flops_by_reg.png
The bar under the picture is 20 um long.
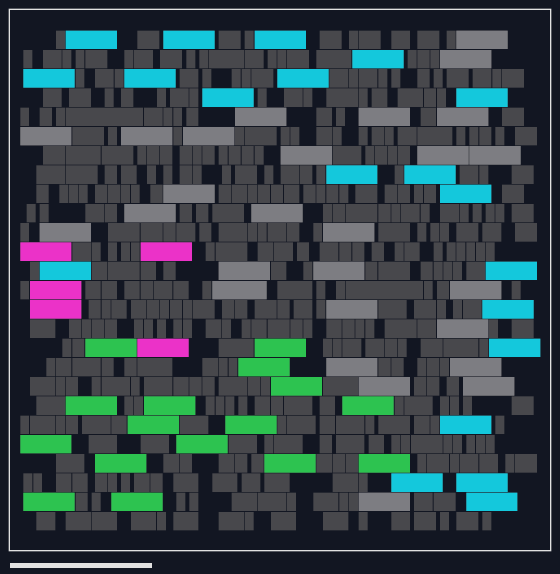
detail.png
Region (0, 36) to (40, 76) um. Cells in gray, sequential cells in the stronger gray; small squares are vias.
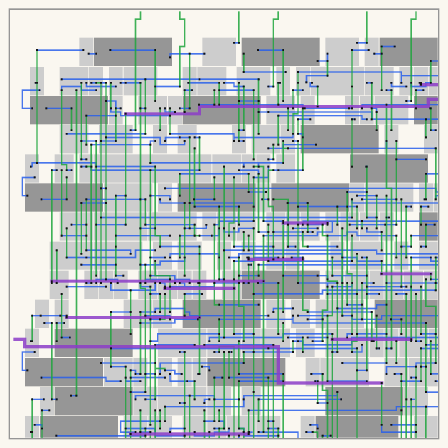
clocks.png
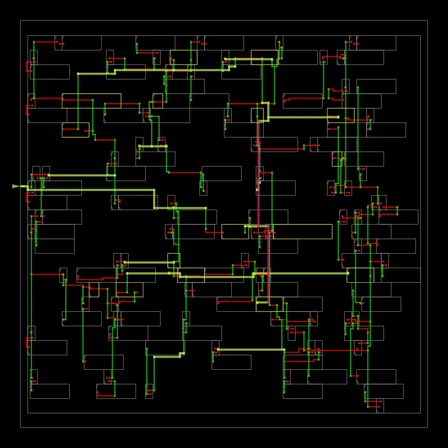
wires.png
Two of the layers only.
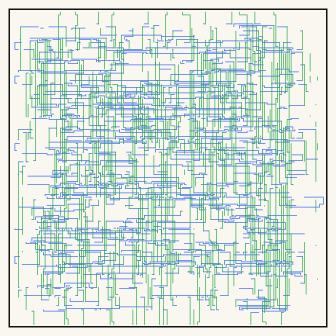
io_fan.png
The bar under the picture is 20 um long.
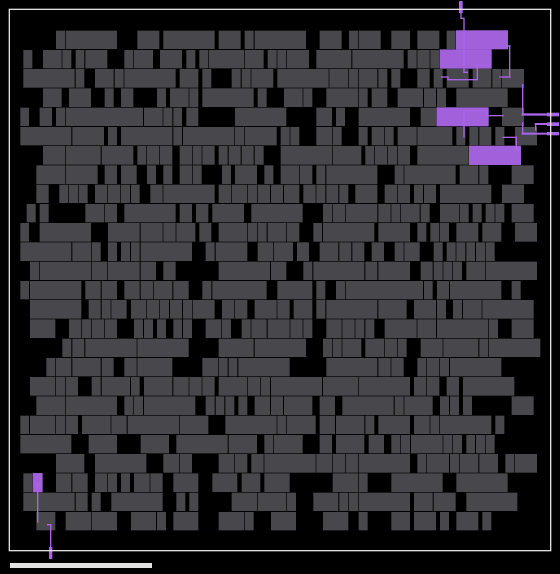
===== config.mk =====
export PLATFORM = sky130hd
export DESIGN_NAME = binario_a_bcd_secuencial
export DESIGN_NICKNAME = d
export VERILOG_FILES = /design/src/rtl/binario_a_bcd_secuencial_pkg.sv /design/src/rtl/binario_a_bcd_secuencial_ajuste_bcd_digito.sv /design/src/rtl/binario_a_bcd_secuencial.sv
export SDC_FILE = /design/constraint.sdc
export NUM_CORES = 1
export LEC_CHECK = 0
export CAP_MARGIN = 20
export CORE_UTILIZATION = 58
export DETAILED_ROUTE_END_ITERATION = 7
export GPL_TIMING_DRIVEN = 0
export PLACE_DENSITY_LB_ADDON = 0.05
export SETUP_SLACK_MARGIN = 0.15
export SYNTH_ARGS = -nofsm -noshare
export SYNTH_HDL_FRONTEND = slang
export SYNTH_SLANG_ARGS = --single-unit

===== constraint.sdc =====
create_clock -name reloj -period 3.6 [get_ports reloj]
set_clock_uncertainty 0.1 [all_clocks]
set_input_delay 0.36 -clock reloj [delete_from_list [all_inputs] [get_ports reloj]]
set_output_delay 0.36 -clock reloj [all_outputs]
set_load 0.01 [all_outputs]

===== src/rtl/binario_a_bcd_secuencial_pkg.sv =====
// Shared definitions for the binary/BCD conversion paths of the calculator:
// FSM state encoding and default operand/digit widths.
package binario_a_bcd_secuencial_pkg;

    // States used by the shift-based conversion sequencers.
    typedef enum logic [1:0] {
        REPOSO    = 2'd0,
        CONVIERTE = 2'd1,
        FIN       = 2'd2
    } estado_t;

    // Default binary width (ALU result) and number of BCD digits for the display.
    localparam int ANCHO_DEF   = 16;
    localparam int DIGITOS_DEF = 5;

endpackage


===== src/rtl/binario_a_bcd_secuencial_ajuste_bcd_digito.sv =====
// Per-digit correction step of the double dabble algorithm: a digit of 5 or
// more gets +3 so that the following left shift carries into the next digit.
module ajuste_bcd_digito
    import binario_a_bcd_secuencial_pkg::*;
(
    input  logic [3:0] i_digito,
    output logic [3:0] o_digito
);

    // Plain 4-bit add, no carry out: a valid digit (0..9) never exceeds 12 after the add.
    assign o_digito = (i_digito >= 4'd5) ? (i_digito + 4'd3) : i_digito;

endmodule


===== src/rtl/binario_a_bcd_secuencial.sv =====
// Sequential binary-to-BCD converter (shift-and-add-3), one bit per falling
// edge of reloj. Produces packed BCD digits plus a leading-zero mask that the
// display driver uses to blank unused digits.
module binario_a_bcd_secuencial
    import binario_a_bcd_secuencial_pkg::*;
#(
    parameter int ANCHO   = ANCHO_DEF,
    parameter int DIGITOS = DIGITOS_DEF
)
(
    input  logic                   reloj,
    input  logic                   reset_n,
    input  logic                   inicio,
    input  logic [ANCHO-1:0]       entrada_bin,
    output logic                   ocupado,
    output logic                   listo,
    output logic [4*DIGITOS-1:0]   salida_bcd,
    output logic [DIGITOS-1:0]     ceros_izq
);

    localparam int ANCHO_BCD = 4 * DIGITOS;
    localparam int ANCHO_CNT = $clog2(ANCHO + 1);
    // All digits flagged as leading zeros except digit 0, which always shows.
    localparam logic [DIGITOS-1:0] CEROS_REPOSO = {DIGITOS{1'b1}} ^ DIGITOS'(1);

    estado_t                r_estado;
    logic [ANCHO_BCD-1:0]   r_bcd;
    logic [ANCHO-1:0]       r_bin;
    logic [ANCHO_CNT-1:0]   r_contador;
    logic [ANCHO_BCD-1:0]   r_salida;
    logic [DIGITOS-1:0]     r_ceros;
    logic                   r_listo;

    logic [ANCHO_BCD-1:0]         w_bcdAjustado;
    logic [ANCHO_BCD+ANCHO-1:0]   w_desplazado;
    logic [DIGITOS-1:0]           w_ceros;

    // One correction cell per digit; digits never carry into each other here.
    for (genvar g = 0; g < DIGITOS; g++) begin : g_ajuste
        ajuste_bcd_digito u_ajuste (
            .i_digito (r_bcd[4*g +: 4]),
            .o_digito (w_bcdAjustado[4*g +: 4])
        );
    end

    // The adjusted BCD field and the remaining binary bits move left together.
    assign w_desplazado = {w_bcdAjustado[ANCHO_BCD-2:0], r_bin, 1'b0};

    // Digit i is a leading zero when it and every more significant digit are zero.
    always_comb begin
        logic v_todoCero;
        w_ceros    = '0;
        v_todoCero = 1'b1;
        for (int i = DIGITOS - 1; i >= 1; i--) begin
            v_todoCero = v_todoCero & (r_bcd[4*i +: 4] == 4'd0);
            w_ceros[i] = v_todoCero;
        end
    end

    // Conversion sequencer: capture, ANCHO shift steps, then publish the result.
    always_ff @(negedge reloj) begin
        if (!reset_n) begin
            r_estado   <= REPOSO;
            r_bcd      <= '0;
            r_bin      <= '0;
            r_contador <= '0;
            r_salida   <= '0;
            r_ceros    <= CEROS_REPOSO;
            r_listo    <= 1'b0;
        end else begin
            r_listo <= 1'b0;
            case (r_estado)
                REPOSO: begin
                    if (inicio) begin
                        r_bin      <= entrada_bin;
                        r_bcd      <= '0;
                        r_contador <= ANCHO_CNT'(ANCHO);
                        r_estado   <= CONVIERTE;
                    end
                end
                CONVIERTE: begin
                    r_bcd      <= w_desplazado[ANCHO_BCD+ANCHO-1:ANCHO];
                    r_bin      <= w_desplazado[ANCHO-1:0];
                    r_contador <= r_contador - ANCHO_CNT'(1);
                    if (r_contador == ANCHO_CNT'(1)) begin
                        r_estado <= FIN;
                    end
                end
                FIN: begin
                    r_salida <= r_bcd;
                    r_ceros  <= w_ceros;
                    r_listo  <= 1'b1;
                    r_estado <= REPOSO;
                end
                default: begin
                    r_estado <= REPOSO;
                end
            endcase
        end
    end

    assign ocupado    = (r_estado != REPOSO);
    assign listo      = r_listo;
    assign salida_bcd = r_salida;
    assign ceros_izq  = r_ceros;

endmodule

==> notes.md <==
flow finished, numbers: fa+ha+maj area frac 0.05862, reg-to-reg slack, setup 1.84 ns, Max power group clock, worst path arrival time 3.01 ns, fraction of area in multi-input gates 0.4014, dpl cell area 3720 um^2, Power Internal 1.352 mW, Core ar. 5205 um^2, postcts setup bufs 0, Signal buf overhead 0.1261, initial antenna violation count 0, Final ANT Viol Nets 0, Syn Area/Cell 8.338 um^2, # setup viols final 0, Power Density 467.3 nW/um^2, Dominant Register Cell dfxtp_1, routed vias 3072, vias in the first global route 3133, final count of hold timing violations 0, asr flop ratio synth 0, Ports 46, hold worst-path end salida_bcd[9], total global routing overflow 0, first-pass GRT wire length 13.08 mm, Relative slew margins 0.6464, Clk network pwr share 0.502, Synth flops 68, WS Path Type reg -> out, yosys synthesis chip area 3202 um^2, Comb power frac 0.086, post-DP HPWL 5.109 mm, input/output buffers 43, WL met1 3.331 mm, switching pwr 595.8 uW, routability cong. 0.8600, clock network area share 0.1120, Final Instance Count excl. Fillers 580, drt pass-1 iters 5, Hold Path Origin salida_bcd[9], DP Worst Slack -0.4268 ns, area leader, netlist dfxtp_1, ys cells 384, clock-net power 978 uW, LEAKAGE 1.927 nW, share of layout cells above drive strength 1 0.1059, CTS Buffer Depth 2, CP startpoint r_estado[0], CTS tree yes, post_cts resized 36, WL/cell 13.09 um, yosys warns 0, crit-path max cell delay 0.33 ns, Post-synth EDFFs 0, Placed Cells 497, Logic area 1673 um^2, Top cell excl fill/tap inv_1, Avg Vias per Cell 5.297, Synth mux share 0.01758, Tot Pwr 1.947 mW, M2 GR Usage 0.4703, outcome finished clean, Non-clk bufs 69, Layout area overhead 30.17%, WL final 7.595 mm, Final Worst Setup Slack 0.1319 ns, Hold Slack 0.3473 ns, Mapped Area 3202 um^2, Dominant comb cell AND-OR/OR-AND gates, setup_tns 0 ns, sequential area share after synthesis 0.4252, sequential power share 0.412, nonclk inv count 14, met3 global-route usage 0.1162, Top cells excl fill/tap 82 x inv_1, 68 x nand2_1, 67 x dfxtp_1, nature of the critical path endpoint primary output, # fillers 388, # nets final 539, n_diodes 0, switching share of total power 0.3059, Hold Buf Count CTS 0, Total GRT Usage 0.2809, cell family with most CP delay flip-flops, GRT Max-Usage Layer met2, H-tree levels 3, Clock transition at path regs 0.03 ns, Max-area cell share 0.4252, R2R depth 6, Reg2Reg Launch Point r_bcd[5], Synth top cells by count 68 x dfxtp_1, 68 x nand2_1, 25 x o21ai_0, WHS Path Cells 2, Min-Delay Path Class reg -> reg, root buffer cell clkbuf_8, # Taps 70, length of routed met2 wiring 3.846 mm, worst slew pin tran 0.5304 ns, Log Warnings 105, Top cells by area dfxtp_1 43%, nand2_1 8.0%, ha_1 5.9%, o221a_2 5.3%, a21boi_0 4.0%, Peak VDD IR 0.3734 mV, largest class combinational gates, DRT iter0 DRCs 164, Synth Area in Simple Gates 0.2095, WL met3 365 um, final non-filler cell area 4168 um^2, final core utilization 0.8007, max_cap viols 0, DR DRC count 0, worst-path maximum fanout 10, Logic Gate Count 275, Synth Area in Compound Gates 0.2184, most frequent CP cell buf_6, largest net degree at the start of global routing 12, Worst path depth 3, CP endpoint ocupado, Comb group 167 uW, critical path data required time 3.14 ns, Bufs and invs on worst path 2, die height 76.30 um, GRT met1 Usage 0.3092, RSZ-0062 raised after global routing true, Syn Inst Count 384, num rows 26, CP Launch Type register, slowest CP cell dfxtp_2, starting density of the core 0.6151, top layer in use met4, XOR Share, Synth 0.01641, syn_nets 418, RR Endpoint r_bcd[6], Synth cell types 36, crit-path cells buf_6, or2_4, buf_6, Slew Limit Fails 0
About flops_by_reg.png:
netlist name	color	sequential cells
r_bin	green	16
r_contador	magenta	5
salida_bcd	cyan	20
sequential power: 802 uW
flop share of the area: 0.3269
flip-flop and latch area: 1363 um^2

About detail.png:
layer	color
metal 2	green
metal 1	blue
metal 3	purple
cells with their middle in the window	148
most frequent	inv_1 (28), nand2_1 (24), dfxtp_1 (19)
sequential cells in the window	20
netlist names of flops here include	r_bcd (8), salida_bcd (7), r_contador (3)

About clocks.png:
clk_buf instances: 9
number of sequential cells: 68
Sinks on Clock Net: 68
CTS buffer count: 9
clk_lat worst skew: 0.39 ns

About wires.png:
layer	color	wire length
metal 1	blue	3330 um
metal 2	green	3850 um

About io_fan.png:
port	color	bits	direction	end cells	buffers	wire
ceros_izq	purple	5	output	5	5	63.5 um

Power is estimated from default activity; no workload was simulated.
